===== src/rtl/sram_port_arbiter.sv =====
// Arbitrates the single external 16-bit async SRAM between a write requester and a read requester.
// Generates the SRAM strobes, owns the DQ drive enable and inserts a turnaround cycle after writes.
module sram_port_arbiter #(
  parameter int unsigned ACCESS_CYC = 2,
  parameter int unsigned AW         = 20
) (
  input  logic          i_clk,
  input  logic          i_rst_n,
  input  logic          i_wr_req,
  input  logic [AW-1:0] i_wr_addr,
  input  logic [15:0]   i_wr_data,
  output logic          o_wr_ack,
  input  logic          i_rd_req,
  input  logic [AW-1:0] i_rd_addr,
  output logic          o_rd_valid,
  output logic [15:0]   o_rd_data,
  output logic [AW-1:0] o_sram_addr,
  output logic [15:0]   o_sram_dq,
  output logic          o_sram_dq_oe,
  input  logic [15:0]   i_sram_dq,
  output logic          o_sram_we_n,
  output logic          o_sram_oe_n,
  output logic          o_sram_ce_n,
  output logic          o_sram_lb_n,
  output logic          o_sram_ub_n,
  output logic          o_busy
);

  localparam int unsigned   CW       = (ACCESS_CYC > 1) ? $clog2(ACCESS_CYC) : 1;
  localparam logic [CW-1:0] CNT_LAST = CW'(ACCESS_CYC - 1);

  typedef enum logic [1:0] {IDLE, WRITE, TURN, READ} state_e;
  typedef enum logic       {GRANT_READ, GRANT_WRITE} grant_e;

  state_e        state_q, state_d;
  logic [CW-1:0] cnt_q, cnt_d;
  grant_e        last_grant_q;
  logic          grant_wr, grant_rd, rd_done, rd_pending;
  logic          ctl_n_q;
  logic          rd_valid_q;
  logic [15:0]   rd_data_q;
  logic [AW-1:0] addr_q;
  logic [15:0]   dq_q;

  // NOTE: async reset in the sensitivity list; every state bit gets <= so all
  // flops update together on the edge, never blocking '=' in clocked logic.
  always_ff @(posedge i_clk or negedge i_rst_n) begin
    if (!i_rst_n) begin
      state_q <= IDLE;
      cnt_q   <= '0;
    end else begin
      state_q <= state_d;
      cnt_q   <= cnt_d;
    end
  end

  // The read requester still holds its request during the valid cycle, so a
  // read request seen together with rd_valid is the one just served.
  assign rd_pending = i_rd_req && !rd_valid_q;

  // NOTE: every output of this block is defaulted first, so no path leaves a
  // signal unassigned and no latch is inferred.
  always_comb begin
    state_d  = state_q;
    cnt_d    = cnt_q;
    grant_wr = 1'b0;
    grant_rd = 1'b0;
    rd_done  = 1'b0;
    case (state_q)
      IDLE: begin
        if (i_wr_req && rd_pending) begin
          if (last_grant_q == GRANT_READ) grant_wr = 1'b1;
          else                            grant_rd = 1'b1;
        end else if (i_wr_req) begin
          grant_wr = 1'b1;
        end else if (rd_pending) begin
          grant_rd = 1'b1;
        end
        if (grant_wr) begin
          state_d = WRITE;
          cnt_d   = '0;
        end else if (grant_rd) begin
          state_d = READ;
          cnt_d   = '0;
        end
      end
      WRITE: begin
        if (cnt_q == CNT_LAST) begin
          state_d = TURN;
          cnt_d   = '0;
        end else begin
          cnt_d = cnt_q + CW'(1);
        end
      end
      TURN: state_d = IDLE;
      READ: begin
        if (cnt_q == CNT_LAST) begin
          state_d = IDLE;
          cnt_d   = '0;
          rd_done = 1'b1;
        end else begin
          cnt_d = cnt_q + CW'(1);
        end
      end
      default: begin
        state_d = IDLE;
        cnt_d   = '0;
      end
    endcase
  end

  always_ff @(posedge i_clk or negedge i_rst_n) begin
    if (!i_rst_n) begin
      ctl_n_q      <= 1'b1;
      last_grant_q <= GRANT_READ;
      addr_q       <= '0;
      dq_q         <= '0;
      rd_valid_q   <= 1'b0;
      rd_data_q    <= '0;
    end else begin
      ctl_n_q    <= 1'b0;
      rd_valid_q <= rd_done;
      if (grant_wr) begin
        addr_q       <= i_wr_addr;
        dq_q         <= i_wr_data;
        last_grant_q <= GRANT_WRITE;
      end
      if (grant_rd) begin
        addr_q       <= i_rd_addr;
        last_grant_q <= GRANT_READ;
      end
      if (rd_done) rd_data_q <= i_sram_dq;
    end
  end

  // Strobes decode straight from the state register so an async reset
  // releases DQ and deasserts WE_N/OE_N in the same cycle.
  assign o_sram_dq_oe = (state_q == WRITE);
  assign o_sram_we_n  = !((state_q == WRITE) && (cnt_q != '0));
  assign o_sram_oe_n  = !(state_q == READ);
  assign o_wr_ack     = (state_q == WRITE) && (cnt_q == CNT_LAST);
  assign o_busy       = (state_q != IDLE);
  assign o_rd_valid   = rd_valid_q;
  assign o_rd_data    = rd_data_q;
  assign o_sram_addr  = addr_q;
  assign o_sram_dq    = dq_q;
  assign o_sram_ce_n  = ctl_n_q;
  assign o_sram_lb_n  = ctl_n_q;
  assign o_sram_ub_n  = ctl_n_q;

endmodule


===== config.mk =====
export PLATFORM = sky130hd
export DESIGN_NAME = sram_port_arbiter
export DESIGN_NICKNAME = d
export VERILOG_FILES = /design/src/rtl/sram_port_arbiter.sv
export SDC_FILE = /design/constraint.sdc
export NUM_CORES = 1
export LEC_CHECK = 0
export CAP_MARGIN = 20
export CORE_ASPECT_RATIO = 1.4
export CORE_MARGIN = 5
export CORE_UTILIZATION = 39
export DETAILED_ROUTE_END_ITERATION = 8
export PLACE_DENSITY = 0.9
export SETUP_SLACK_MARGIN = 0.4
export SYNTH_ARGS = -nofsm -noshare
export SYNTH_HDL_FRONTEND = slang
export SYNTH_SLANG_ARGS = --single-unit

===== constraint.sdc =====
create_clock -name i_clk -period 1.9 [get_ports i_clk]
set_input_delay 0.38 -clock i_clk [delete_from_list [all_inputs] [get_ports i_clk]]
set_output_delay 0.38 -clock i_clk [all_outputs]
set_load 0.01 [all_outputs]

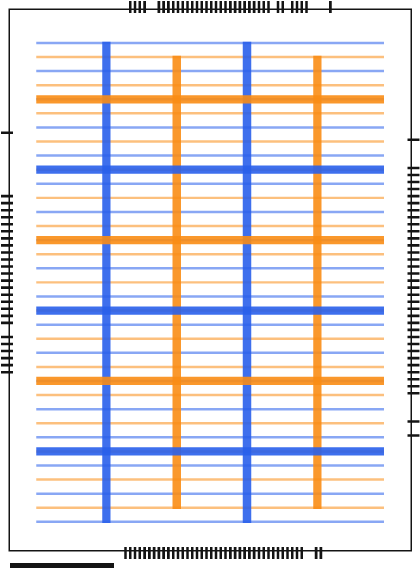
(supply network)
The bar under the picture is 20 um long. Pins as bars on the die edge.
| color | net |
|---|---|
| blue | VSS |
| orange | VDD |
met5 straps: 6
met1 rails: 35

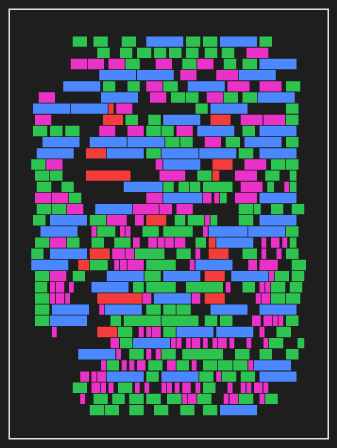
(cells colored by class)
| color | class | cells |
|---|---|---|
| magenta | remaining logic cells | 137 |
| red | clock drivers and dummy loads | 16 |
| blue | sequential cells | 58 |
| green | remaining buffers and delay cells | 156 |

==> impl_metrics.csv <==
group,metric,value,unit
timing,worst_slack,349,ps
hold_path,min-delay-path-class,"in -> async",
yosys,top_area_cell,"dfrtp_1",
yosys,syn-instance-count,208,
global_route,grt_pass1_vias,2307,
timing,rsz0062_at_grt,"true",
timing,max_freq,645,MHz
yosys,synth-edff-count,0,
worst_setup_path,cp.required,1520,ps
worst_setup_path,cp_max_fo,4,
cells_and_area,clock_buffers,11,
power,pwr-share-comb,0.482,
cts,cts_resized,84,
power,top_power_group,"combinational logic",
yosys,ys_sh_xor,0.00354,
timing,period_minus_slack,1550,ps
place,dpl.hpwl,5240,um
die,die_h,104,um
worst_setup_path,critPathKind,"reg -> out",
worst_setup_path,cp_slowest_cell,"dfrtp_2",
cells_and_area,logic_area,936,sq um
power,pg_comb,3210,uW
cells_and_area,largest_class,"buffers",
cells_and_area,n_all_buffers,156,
die,coreArea,6210,sq um
timing,worst_slew_pin_slew,521,ps
die,die_w,77.3,um
timing,setup_tns,0,ps
run_status,status,"completed",
worst_setup_path,reg2reg_to,"o_sram_addr[8]",
yosys,syn_nets,284,
timing,hold_viol_final,0,
cells_and_area,instances_no_fill,439,
cts,clkTransAtPathRegs,70,ps
No activity file was given, so power comes from the tool's default toggle rates.
